Fig. 1: cell classes on the final placement
Bar = 100 um. Fill, decap, tap and diode cells in grey.
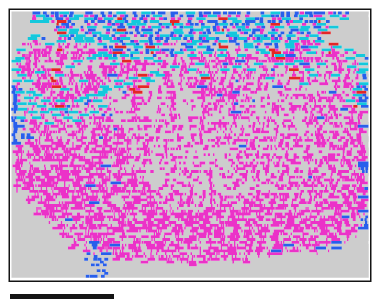
Fig. 2: clock wiring as the flow saved it
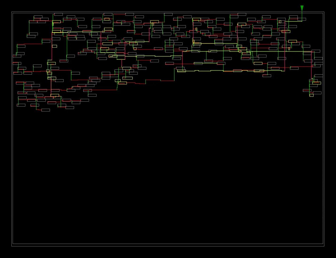
File: src/rtl/yutorina_ex_stage.sv
// Yutorina execute stage: the ALU, an iterative restoring divider, and the EX/MEM pipeline
// registers, plus a combinational forwarding path back to decode.
module yutorina_ex_stage (
    input  logic        clk,
    input  logic        rst,
    input  logic        stall,
    input  logic        flush,
    output logic        busy,
    input  logic        id_en_,
    input  logic [29:0] id_pc,
    input  logic [3:0]  id_alu_op,
    input  logic [31:0] id_alu_in_0,
    input  logic [31:0] id_alu_in_1,
    input  logic [31:0] id_w_data,
    input  logic [4:0]  id_w_addr,
    input  logic        id_gpr_we_,
    input  logic [1:0]  id_mem_op,
    input  logic [1:0]  id_ctrl_op,
    input  logic [2:0]  id_exp_code,
    output logic        ex_en_,
    output logic [29:0] ex_pc,
    output logic [4:0]  ex_w_addr,
    output logic [31:0] ex_w_data,
    output logic        ex_gpr_we_,
    output logic [2:0]  ex_exp_code,
    output logic [1:0]  ex_mem_op,
    output logic [1:0]  ex_ctrl_op,
    output logic [31:0] ex_out,
    output logic [4:0]  fwd_addr,
    output logic [31:0] fwd_out
);

    localparam logic       ENABLE_  = 1'b0;
    localparam logic       DISABLE_ = 1'b1;
    localparam logic [4:0] GPR_ZERO = 5'd0;

    localparam logic [2:0] EXP_NONE     = 3'd0;
    localparam logic [2:0] EXP_OVERFLOW = 3'd3;
    localparam logic [1:0] MEM_NONE     = 2'd0;
    localparam logic [1:0] CTRL_NONE    = 2'd0;

    localparam logic [3:0] ALU_NOP  = 4'd0;
    localparam logic [3:0] ALU_ADD  = 4'd1;
    localparam logic [3:0] ALU_ADDU = 4'd2;
    localparam logic [3:0] ALU_SUB  = 4'd3;
    localparam logic [3:0] ALU_SUBU = 4'd4;
    localparam logic [3:0] ALU_AND  = 4'd5;
    localparam logic [3:0] ALU_OR   = 4'd6;
    localparam logic [3:0] ALU_XOR  = 4'd7;
    localparam logic [3:0] ALU_SLL  = 4'd8;
    localparam logic [3:0] ALU_SRL  = 4'd9;
    localparam logic [3:0] ALU_SRA  = 4'd10;
    localparam logic [3:0] ALU_MUL  = 4'd11;
    localparam logic [3:0] ALU_DIV  = 4'd12;
    localparam logic [3:0] ALU_DIVU = 4'd13;

    localparam logic [1:0] ST_IDLE = 2'd0;
    localparam logic [1:0] ST_RUN  = 2'd1;
    localparam logic [1:0] ST_DONE = 2'd2;

    logic [31:0] sum;
    logic [31:0] diff;
    logic [31:0] mul_lo;
    logic [31:0] alu_out;
    logic        ovf;

    logic [1:0]  state;
    logic [4:0]  cnt;
    logic [31:0] quo;
    logic [31:0] rem;
    logic [31:0] dsr;
    logic        neg;

    logic        is_div;
    logic        start;
    logic        dvd_neg;
    logic        dsr_neg;
    logic [31:0] dvd_abs;
    logic [31:0] dsr_abs;
    logic [32:0] partial;
    logic [32:0] trial;
    logic [31:0] div_result;
    logic [31:0] result;

    assign sum    = id_alu_in_0 + id_alu_in_1;
    assign diff   = id_alu_in_0 - id_alu_in_1;
    assign mul_lo = id_alu_in_0 * id_alu_in_1;

    always_comb begin
        alu_out = 32'd0;
        ovf     = 1'b0;
        case (id_alu_op)
            ALU_ADD: begin
                alu_out = sum;
                ovf     = (id_alu_in_0[31] == id_alu_in_1[31]) && (sum[31] != id_alu_in_0[31]);
            end
            ALU_ADDU: alu_out = sum;
            ALU_SUB: begin
                alu_out = diff;
                ovf     = (id_alu_in_0[31] != id_alu_in_1[31]) && (diff[31] != id_alu_in_0[31]);
            end
            ALU_SUBU: alu_out = diff;
            ALU_AND:  alu_out = id_alu_in_0 & id_alu_in_1;
            ALU_OR:   alu_out = id_alu_in_0 | id_alu_in_1;
            ALU_XOR:  alu_out = id_alu_in_0 ^ id_alu_in_1;
            ALU_SLL:  alu_out = id_alu_in_0 << id_alu_in_1[4:0];
            ALU_SRL:  alu_out = id_alu_in_0 >> id_alu_in_1[4:0];
            ALU_SRA:  alu_out = $signed(id_alu_in_0) >>> id_alu_in_1[4:0];
            ALU_MUL:  alu_out = mul_lo;
            default:  alu_out = 32'd0;
        endcase
    end

    // Divider operands are taken as magnitudes; the sign is restored on the way out.
    assign is_div  = (id_alu_op == ALU_DIV) || (id_alu_op == ALU_DIVU);
    assign start   = (state == ST_IDLE) && (id_en_ == ENABLE_) && is_div && !flush;
    assign busy    = start || (state == ST_RUN);
    assign dvd_neg = (id_alu_op == ALU_DIV) && id_alu_in_0[31];
    assign dsr_neg = (id_alu_op == ALU_DIV) && id_alu_in_1[31];
    assign dvd_abs = dvd_neg ? (32'd0 - id_alu_in_0) : id_alu_in_0;
    assign dsr_abs = dsr_neg ? (32'd0 - id_alu_in_1) : id_alu_in_1;

    // A set bit 32 of the trial difference means the subtraction went negative.
    assign partial = {rem, quo[31]};
    assign trial   = partial - {1'b0, dsr};

    assign div_result = neg ? (32'd0 - quo) : quo;
    assign result     = (state == ST_DONE) ? div_result : alu_out;

    always_ff @(posedge clk or posedge rst) begin
        if (rst) begin
            state <= ST_IDLE;
            cnt   <= 5'd0;
            quo   <= 32'd0;
            rem   <= 32'd0;
            dsr   <= 32'd0;
            neg   <= 1'b0;
        end else if (flush) begin
            state <= ST_IDLE;
            cnt   <= 5'd0;
        end else begin
            case (state)
                ST_IDLE: begin
                    if (start) begin
                        quo   <= dvd_abs;
                        dsr   <= dsr_abs;
                        rem   <= 32'd0;
                        neg   <= dvd_neg ^ dsr_neg;
                        cnt   <= 5'd0;
                        state <= ST_RUN;
                    end
                end
                ST_RUN: begin
                    rem <= trial[32] ? partial[31:0] : trial[31:0];
                    quo <= {quo[30:0], ~trial[32]};
                    cnt <= cnt + 5'd1;
                    if (cnt == 5'd31) begin
                        state <= ST_DONE;
                    end
                end
                ST_DONE: begin
                    if (!stall) begin
                        state <= ST_IDLE;
                    end
                end
                default: state <= ST_IDLE;
            endcase
        end
    end

    assign fwd_out  = result;
    assign fwd_addr = ((id_en_ == ENABLE_) && (id_gpr_we_ == ENABLE_) && !ovf) ? id_w_addr
                                                                               : GPR_ZERO;

    always_ff @(posedge clk or posedge rst) begin
        if (rst) begin
            ex_en_      <= DISABLE_;
            ex_pc       <= 30'd0;
            ex_w_addr   <= GPR_ZERO;
            ex_gpr_we_  <= DISABLE_;
            ex_exp_code <= EXP_NONE;
            ex_mem_op   <= MEM_NONE;
            ex_ctrl_op  <= CTRL_NONE;
            ex_w_data   <= 32'd0;
            ex_out      <= 32'd0;
        end else if (stall) begin
            ex_en_      <= ex_en_;
        end else if (flush) begin
            ex_en_      <= DISABLE_;
            ex_pc       <= id_pc;
            ex_w_addr   <= GPR_ZERO;
            ex_gpr_we_  <= DISABLE_;
            ex_exp_code <= EXP_NONE;
            ex_mem_op   <= MEM_NONE;
            ex_ctrl_op  <= CTRL_NONE;
            ex_w_data   <= 32'd0;
            ex_out      <= 32'd0;
        end else if (ovf && (id_en_ == ENABLE_) && (id_exp_code == EXP_NONE)) begin
            // An upstream exception outranks overflow, so this only fires on a clean instruction.
            ex_en_      <= id_en_;
            ex_pc       <= id_pc;
            ex_w_addr   <= GPR_ZERO;
            ex_gpr_we_  <= DISABLE_;
            ex_exp_code <= EXP_OVERFLOW;
            ex_mem_op   <= MEM_NONE;
            ex_ctrl_op  <= CTRL_NONE;
            ex_w_data   <= 32'd0;
            ex_out      <= 32'd0;
        end else begin
            ex_en_      <= id_en_;
            ex_pc       <= id_pc;
            ex_w_addr   <= id_w_addr;
            ex_gpr_we_  <= id_gpr_we_;
            ex_exp_code <= id_exp_code;
            ex_mem_op   <= id_mem_op;
            ex_ctrl_op  <= id_ctrl_op;
            ex_w_data   <= id_w_data;
            ex_out      <= result;
        end
    end

endmodule
File: config.mk
export PLATFORM = sky130hd
export DESIGN_NAME = yutorina_ex_stage
export DESIGN_NICKNAME = d
export VERILOG_FILES = /design/src/rtl/yutorina_ex_stage.sv
export SDC_FILE = /design/constraint.sdc
export NUM_CORES = 2
export LEC_CHECK = 0
export CAP_MARGIN = 20
export CORE_ASPECT_RATIO = 0.75
export CORE_UTILIZATION = 40
export CTS_CLUSTER_DIAMETER = 60
export DETAILED_ROUTE_END_ITERATION = 10
export GPL_TIMING_DRIVEN = 0
export PLACE_DENSITY = 0.58
export REMOVE_ABC_BUFFERS = 1
export SYNTH_ARGS = -nofsm -noshare
export SYNTH_HDL_FRONTEND = slang
export SYNTH_SLANG_ARGS = --single-unit
File: constraint.sdc
create_clock -name clk -period 22 [get_ports clk]
set_clock_uncertainty 0.2 [all_clocks]
set_input_delay 5.5 -clock clk [delete_from_list [all_inputs] [get_ports clk]]
set_output_delay 5.5 -clock clk [all_outputs]
set_load 0.02 [all_outputs]
==> changes_impl.md <==
## Implementation

- Cycle use final: 97.4%
- Adder Share, Synth: 32.2%
- R2r endpoint: ex_out[28]
- Initial core utilization: around two fifths
- CP Launch Type: input port
- #FFs+latches synth: 212
- Yosys stat cell total: 4341
- Die area: approximately 0.09 mm^2
- CP delay by family, top: adder cells
- Largest net degree at the start of global routing: 121
- Layout overhead on the synthesized area: 14.7%
- Placer congestion estimate: ~1
- Placed cell areas: roughly 0.04 mm^2
- Placed Cells: 5556
- Most Frequent Cell on Critical Path: fa_1
- Root Buffer Master: clkbuf_16
- Ys async rst share: 100%
- Port Buffers: 293
- CP max stage delay: between 1000 and 1500 ps
- Worst Hold End: ex_gpr_we_
- Main flop type: dfrtp_1
- Status: completed
- HP Class: flip-flop to flip-flop
- DR iter-0 viols: slightly above 4k
- Crit path buf inv count: 5
- Max_cap viols: 0
- Final worst setup slack: 574 ps
- Yosys aoi share: around 19%
- Post-CTS Setup Inserts: 0
- Mux area share: 5.10%
- DRC: 0
- Fin nets: 5245
- Hold Startpoint: ex_gpr_we_
- # diodes: 0
- Crit path DAT: 15730 ps
- Simple-gate portion of the synthesized area: 15.3%
- Reg-to-reg setup timing slack: 17140 ps
- WL final: 151000 um
- Routed length per instance: 27.0 um
- Post-Layout Inst Area: 0.0407 mm^2
- H-tree depth: 1
- Post-Synth XOR/XNOR Area: 5.08%
- Cells along the critical path: buf_2 -> clkinv_1 -> nor2_1 -> fa_1 -> inv_1 -> fa_1 -> fa_1 -> fa_1 -> inv_1 -> ha_1 -> ha_1 -> fa_1 -> fa_1 -> ha_1 -> a21o_1 -> a21o_1 -> nor3_1 -> a21oi_1 -> a211oi_1 -> xnor2_1 -> a2111oi_0 -> o22ai_1 -> clkdlybuf4s50_1
- Crit Path Class: input port to output pin
- Max clock buf depth: 3
- Fin. max-slew vios: 0
- Min Hold Slack: 273 ps
- Drt via density: 5.97
- Warnings, synthesis: 0
- Io pins: 294
- Synth Instances: 4341
- Post-Syn Area: 0.0355 mm^2
- Placement Setup Slack: 677 ps
- Overflow after GRT: 0
- Synth Area per Inst: a little over 8 um^2
- Crit path capture type: output pin
- Met1 Resource Use GR: 48.7%
- Number of global-route vias before repair: 32.3k
- Worst path slowest cell: clkinv_1
- Tool warnings: 91
- Clock-pin slew on the worst setup and hold paths: 70 ps
- GRT busiest layer: met1
- Reg2Reg Depth: 11
- Cell Count, Final, Fillers Out: approximately 5.6k
- Setup-failing EPs final: 0
- Cell Type Count: about 85
- Number of enable flip-flop cells: 0
- Sequential area share after synthesis: 15.0%
-- Fig. 1 (at the start) --
colour	class	cells
magenta	remaining logic cells	3847
red	clock drivers and dummy loads	40
cyan	registers	212
blue	remaining buffers and delay cells	347

-- Fig. 2 (at the start) --
TritonCTS Buffers: 22
Sink Count: 212

-- cell type report --
type / count / area [um^2]
Fill cell: 8699 / 47000
Sequential cell: 212 / 5310
Multi-Input combinational cell: 3313 / 27200
Timing Repair Buffer: 347 / 3990
Clock inverter: 12 / 170
Inverter: 534 / 2020
Tap cell: 1152 / 1440
Clock buffer: 28 / 603
-- routing by layer --
metal / part of all wire (%) / vias up / routed length [um]
met5: 0.064 / - / 97
met4: 3.5 / 16 / 5240
met3: 11 / 293 / 16900
met2: 41 / 1817 / 62500
met1: 44 / 16600 / 66400
li1: - / 14700 / -
-- cells in the mapped netlist (all sizes together), types with 25 or more instances --
cell type    n  share of area (%)
a211oi      39               0.83
a21o        39               0.83
a21oi      227                3.2
a22o        80                2.0
a31oi       39               0.73
buf         88                1.1
clkbuf     194                2.1
dfrtp      210                 15
fa         411                 23
ha         256                9.0
inv        520                5.5
mux2        39                1.2
mux2i       92                2.6
nand2      467                4.9
nand2b      32               0.56
nand3       37               0.52
nor2       570                6.0
nor3        51               0.73
o211ai      32               0.68
o21ai      259                3.7
o22ai       37               0.65
o31ai       25               0.58
xnor2      147                3.7
xor2        58                1.4
-- worst max path at each step --
| stage | startpoint | to | slack [ps] | depth (start not counted) |
|---|---|---|---|---|
| finish | id_alu_in_0[7] | fwd_out[26] | 570 | 23 |
| global route | id_alu_in_1[5] | fwd_out[26] | 370 | 27 |
| CTS | id_alu_in_1[10] | fwd_out[31] | 650 | 23 |
| detailed placement | id_alu_in_1[10] | fwd_out[31] | 680 | 23 |
| global placement | id_alu_in_1[2] | fwd_out[26] | -3910 | 26 |
| floorplan | id_alu_in_1[2] | fwd_out[30] | 2710 | 26 |
-- worst min-delay path, delay by kind of cell, from the launching register on --
family          cells  cell delay, ps
buf+inv             1              40
flops               1             370
compound gates      1              60
